File: config.mk
export PLATFORM = sky130hd
export DESIGN_NAME = uart_sample_rx
export DESIGN_NICKNAME = d
export VERILOG_FILES = /design/src/rtl/uart_sample_rx.sv
export SDC_FILE = /design/constraint.sdc
export NUM_CORES = 1
export LEC_CHECK = 0
export ABC_AREA = 1
export CAP_MARGIN = 20
export CORE_UTILIZATION = 38
export DETAILED_ROUTE_END_ITERATION = 8
export PLACE_DENSITY = 0.59
export SETUP_SLACK_MARGIN = 0.2
export SLEW_MARGIN = 5
export SYNTH_ARGS = -nofsm -noshare
export SYNTH_HDL_FRONTEND = slang
export SYNTH_SLANG_ARGS = --single-unit
File: constraint.sdc
create_clock -name clk -period 3.7 [get_ports clk]
set_clock_uncertainty 0.05 [all_clocks]
set_input_delay 0.37 -clock clk [delete_from_list [all_inputs] [get_ports clk]]
set_output_delay 0.37 -clock clk [all_outputs]
set_load 0.005 [all_outputs]
File: src/rtl/uart_sample_rx.sv
// 8N1 UART receiver that packs four bytes, LSB byte first, into one 32-bit sample
// and hands it to a consumer through a single-entry valid/ready holding register.
module uart_sample_rx #(
  parameter int CLKS_PER_BIT = 434,
  parameter int TIMEOUT_BITS = 20
) (
  input  logic        clk,
  input  logic        rst,
  input  logic        rx,
  output logic [31:0] sample,
  output logic        sample_valid,
  input  logic        sample_ready,
  output logic        frame_err,
  output logic        overrun,
  output logic [1:0]  state_dbg
);

  localparam int HALF_BIT  = CLKS_PER_BIT / 2;
  localparam int BAUD_W    = $clog2(CLKS_PER_BIT);
  localparam int TO_CYCLES = TIMEOUT_BITS * CLKS_PER_BIT;
  localparam int TO_W      = $clog2(TO_CYCLES);

  typedef enum logic [1:0] {IDLE = 2'd0, START = 2'd1, DATA = 2'd2, STOP = 2'd3} state_t;

  state_t              state_q, state_d;
  logic                rx_meta_q, rx_s_q;
  logic [BAUD_W-1:0]   baud_q, baud_d;
  logic [2:0]          bit_q, bit_d;
  logic [7:0]          shift_q, shift_d;
  logic [1:0]          idx_q, idx_d;
  logic [31:0]         word_q, word_d;
  logic [TO_W-1:0]     to_q, to_d;
  logic                armed_q, armed_d;
  logic [31:0]         sample_q, sample_d;
  logic                valid_q, valid_d;
  logic                fe_q, fe_d;
  logic                ov_q, ov_d;
  logic                byte_ok;

  assign sample       = sample_q;
  assign sample_valid = valid_q;
  assign frame_err    = fe_q;
  assign overrun      = ov_q;
  assign state_dbg    = state_q;

  // Synchronizer presets to idle-high so reset never looks like a start bit.
  always_ff @(posedge clk or posedge rst) begin
    if (rst) begin
      rx_meta_q <= 1'b1;
      rx_s_q    <= 1'b1;
    end else begin
      rx_meta_q <= rx;
      rx_s_q    <= rx_meta_q;
    end
  end

  always_ff @(posedge clk or posedge rst) begin
    if (rst) begin
      state_q  <= IDLE;
      baud_q   <= '0;
      bit_q    <= '0;
      shift_q  <= '0;
      idx_q    <= '0;
      word_q   <= '0;
      to_q     <= '0;
      armed_q  <= 1'b1;
      sample_q <= '0;
      valid_q  <= 1'b0;
      fe_q     <= 1'b0;
      ov_q     <= 1'b0;
    end else begin
      state_q  <= state_d;
      baud_q   <= baud_d;
      bit_q    <= bit_d;
      shift_q  <= shift_d;
      idx_q    <= idx_d;
      word_q   <= word_d;
      to_q     <= to_d;
      armed_q  <= armed_d;
      sample_q <= sample_d;
      valid_q  <= valid_d;
      fe_q     <= fe_d;
      ov_q     <= ov_d;
    end
  end

  always_comb begin
    state_d  = state_q;
    baud_d   = baud_q + 1'b1;
    bit_d    = bit_q;
    shift_d  = shift_q;
    idx_d    = idx_q;
    word_d   = word_q;
    to_d     = to_q;
    armed_d  = armed_q | rx_s_q;
    sample_d = sample_q;
    valid_d  = valid_q;
    fe_d     = 1'b0;
    ov_d     = 1'b0;
    byte_ok  = 1'b0;

    case (state_q)
      IDLE: begin
        baud_d = '0;
        if (idx_q != 2'd0) begin
          if (to_q == TO_W'(TO_CYCLES - 1)) begin
            idx_d = 2'd0;
            to_d  = '0;
          end else begin
            to_d = to_q + 1'b1;
          end
        end else begin
          to_d = '0;
        end
        // armed_q blocks a stuck-low line after a framing error from re-triggering.
        if (armed_q && !rx_s_q) begin
          state_d = START;
          to_d    = '0;
        end
      end
      START: begin
        if (baud_q == BAUD_W'(HALF_BIT - 1)) begin
          baud_d  = '0;
          bit_d   = 3'd0;
          state_d = rx_s_q ? IDLE : DATA;
        end
      end
      DATA: begin
        if (baud_q == BAUD_W'(CLKS_PER_BIT - 1)) begin
          baud_d  = '0;
          shift_d = {rx_s_q, shift_q[7:1]};
          bit_d   = bit_q + 1'b1;
          if (bit_q == 3'd7) state_d = STOP;
        end
      end
      STOP: begin
        if (baud_q == BAUD_W'(CLKS_PER_BIT - 1)) begin
          baud_d  = '0;
          state_d = IDLE;
          if (rx_s_q) begin
            byte_ok = 1'b1;
          end else begin
            fe_d    = 1'b1;
            idx_d   = 2'd0;
            armed_d = 1'b0;
          end
        end
      end
      default: state_d = IDLE;
    endcase

    // Handshake: a word transfers on any edge where sample_valid && sample_ready;
    // sample_valid never drops without that, and sample is frozen while valid.
    if (valid_q && sample_ready) valid_d = 1'b0;

    if (byte_ok) begin
      if (idx_q == 2'd3) begin
        idx_d = 2'd0;
        if (!valid_q || sample_ready) begin
          sample_d = {shift_q, word_q[23:0]};
          valid_d  = 1'b1;
        end else begin
          ov_d = 1'b1;
        end
      end else begin
        word_d[8*idx_q +: 8] = shift_q;
        idx_d                = idx_q + 1'b1;
      end
    end
  end

endmodule

### The metal 1 layer, run 1

Supply wires on this layer in gray.
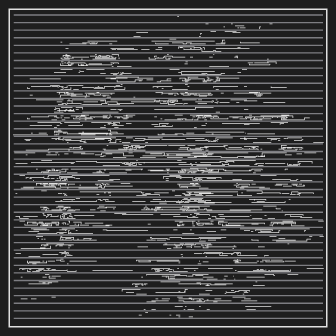
main direction: horizontal
longest straight run: 25.8 um
wire length on this layer: 4080 um
Post-Route WL: 8830 um
Vias: 3387

### Met2 routing, run 1

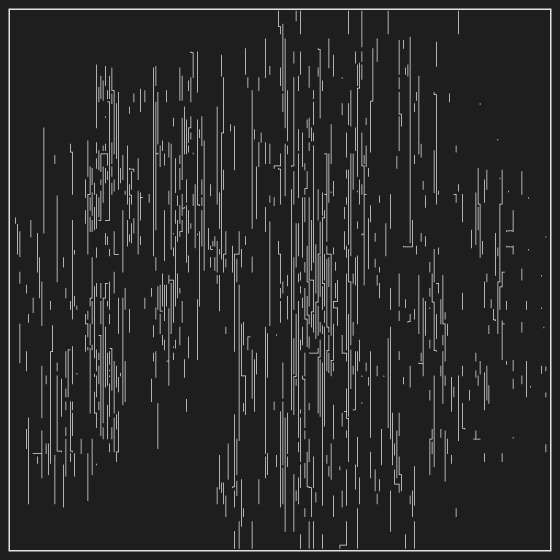
main direction: vertical
nets with wire on the layer: 441

==> impl_metrics.ini, run 1 <==
; implementation run metrics
[status]
status = complete, no violations

[final_layout]
clock_area_share_pct = 5.53
seqCellArea_um2 = 2510
dominant_cells = registers
drive_above_1_share_pct = 10.8
syn_to_final_growth_pct = 17.2
logic_area_um2 = 1820
inverters = 68
fillers = 1163
layout_top_cells = nand2_1, dfrtp_1, inv_1
sh_comb_area_pct = 33.0

[flow_run]
max_cap_viol_count = 0

[clock_tree]
clk_path_buf_depth = 2
cts_tree = yes
root_buffer = clkbuf_16
cts_buffers = 9

[timing]
setup_violations = 0
min_period_over_period_pct = 67.5
setup_tns_ns = 0
slew_violations = 0

[drt]
first_pass_iters = 4
routed.top_layer = met4
wl_met2_um = 4260
drc = 0

[power_and_ir_drop]
p_sw_share_pct = 23.8
combPwrFrac_pct = 7.8
seq_power_share_pct = 49.7

[floorplan]
rows = 40
die_y_um = 113

[setup_path]
worst-path-stages = 9
reg2reg_slack_ns = 1.20
worst-path-buf-inv = 1
end_kind = flip-flop
r2r_cells = 9
crit_end = sample[30]
critical_path.top_delay_family = simple AND/OR/NAND/NOR gates
crit_slowest_cell = nand3_4

[synth]
syn_inst = 512
edf_count = 0
flop_cell = dfrtp_1
largest_area_cell = dfrtp_1
avgSynthCellArea_um2 = 9.20

[worst_hold_path]
hold_path.class = flip-flop to flip-flop
min_to = rx_s_q

[placed_design]
placedCellCount = 707
numPortBuffers = 40

[global_routing]
grt_max_degree = 65
grt_pass1_wl_um = 15400
### M3 wires, run 1

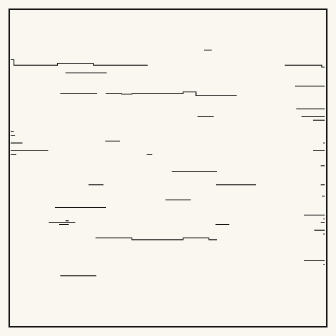
longest straight run: 19.3 um
share of all routed wire: 4.3%
grt met3 use: 4.82%

### Wire density map, run 1

The bar under the picture is 20 um long. The die is cut into 23 by 23 equal tiles; dark purple is low, yellow is high, scaled to the fullest tile. Values are wire area over tile area, all layers added.
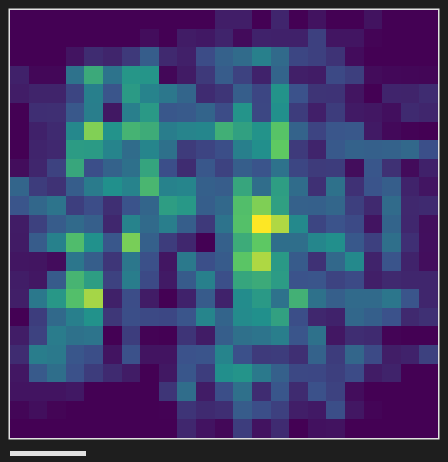
nearly empty tiles: 18%
mean over tiles: 0.11
fullest tile: 0.48
gr usage total: 15.4%
routed length per instance: 12.2 um

-- run 1: sequential cells by signal (all words and copies together), names as in the netlist, 2 cells and up, named ones only --
| register | count |
|---|---|
| baud_q | 9 |
| bit_q | 3 |
| idx_q | 2 |
| sample | 32 |
| shift_q | 8 |
| to_q | 14 |
| word_q | 24 |
-- run 1: logic make-up after synthesis --
| logic type | after synthesis | share of synthesized area, % |
|---|---|---|
| flops | 100 | 53.2 |
| xor+xnor | 9 | 1.67 |
| buf+inv | 83 | 8.08 |
| compound gates | 85 | 11.7 |
| fa+ha+maj | 11 | 2.92 |
| simple gates | 224 | 22.4 |
-- run 1: routing by layer --
metal	global-route usage (%)	up-vias
li1	-	1732
met5	0	-
met4	4.91	0
met2	25.5	52
met3	4.82	12
met1	19.1	1591
==> run 2, diff against run 1 <==
--- a/config.mk
+++ b/config.mk
@@ -9,7 +9,7 @@
 export CAP_MARGIN = 20
 export CORE_UTILIZATION = 38
 export DETAILED_ROUTE_END_ITERATION = 8
-export PLACE_DENSITY = 0.59
+export PLACE_DENSITY = 0.62
 export SETUP_SLACK_MARGIN = 0.2
 export SLEW_MARGIN = 5
 export SYNTH_ARGS = -nofsm -noshare
==> constraint.sdc (replaced) <==
create_clock -name clk -period 2 [get_ports clk]
set_clock_uncertainty 0.05 [all_clocks]
set_input_delay 0.2 -clock clk [delete_from_list [all_inputs] [get_ports clk]]
set_output_delay 0.2 -clock clk [all_outputs]
set_load 0.005 [all_outputs]
### M3 wires, run 2

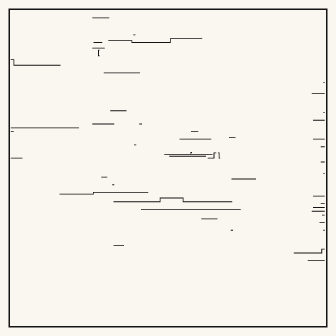
Post-Route WL: 10400 um
grt met3 use: 3.86%

### Met2 routing, run 2

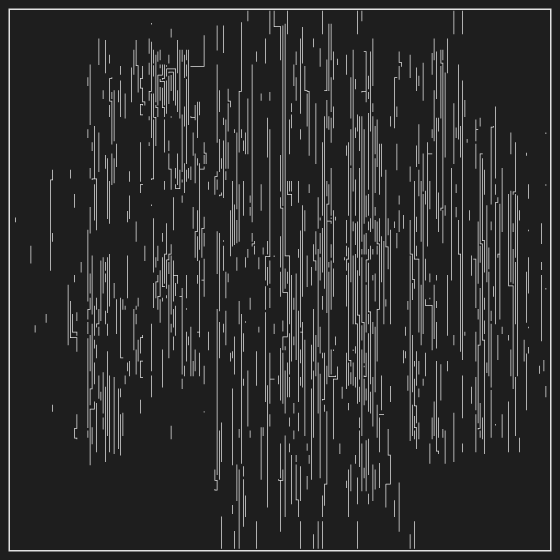
wire length on this layer: 5350 um
share of all routed wire: 51%
nets with wire on the layer: 472
main direction: vertical
longest straight run: 58.5 um

==> run 2 against run 1 <==
Compared with the run above:
- critical path depth is 2 higher
- sequential cell count stayed put
- register-to-register slack worse by 1.0 ns
- cell area is 13% higher
==> impl_metrics.ini, run 2 <==
; implementation run metrics
[setup_path]
r2r_cells = 11
worst-path-buf-inv = 3
crit_end = word_q[9]
worst-path-stages = 11
crit_slowest_cell = dfrtp_1

[placed_design]
numPortBuffers = 40
placedCellCount = 715

[worst_hold_path]
hold_path.class = input pin to flip-flop

[synth]
edf_count = 0
logic_family = simple AND/OR/NAND/NOR gates
avgSynthCellArea_um2 = 9.20
yosys.area_share.simple_pct = 22.4
syn_inst = 512

[floorplan]
die_y_um = 113

[global_routing]
grt_pass1_wl_um = 16500
grt_max_degree = 101
grt_use_total_pct = 16.3

[clock_tree]
cts_tree = yes
clk_path_buf_depth = 2
cts_buffers = 9

[power_and_ir_drop]
combPwrFrac_pct = 10.2
seq_power_share_pct = 49.4
p_sw_share_pct = 24.9

[timing]
setup_violations = 0
setup_tns_ns = 0
slew_violations = 0

[final_layout]
largest_reg_flops = 32
syn_to_final_growth_pct = 32.3
layout_top_cells = dfrtp_1, nand2_1, inv_1
drive_above_1_share_pct = 24.7

[drt]
first_pass_iters = 4
via_count = 3616
avgRoutedWirePerCell_um = 13.8
drc = 0

[status]
status = complete, no violations

[flow_run]
max_cap_viol_count = 0
[run 2: routing by layer]
| layer | routed length (um) | up-vias | global-route usage [%] |
|---|---|---|---|
| met4 | 220 | 0 | 7.54 |
| met1 | 4470 | 1724 | 19.9 |
| li1 | - | 1811 | - |
| met2 | 5350 | 64 | 27.4 |
| met3 | 360 | 17 | 3.86 |
| met5 | 0 | - | 0 |
[run 2: final cells by class]
cell class,count,area (um2)
clock buffers,10,239
clock inverters,5,52.6
fillers,1087,5830
inverters,68,265
multi-input cells,332,2090
flip-flops and latches,100,2510
well taps,168,210
repair buffers,69,867
[run 2: repair_timing]
item                       in CTS  in global routing
cloned                          4                  9
setup endpoints to repair      55                 68
gates resized                   7                 94
pin swaps                       0                 18
buffers inserted                1                  8
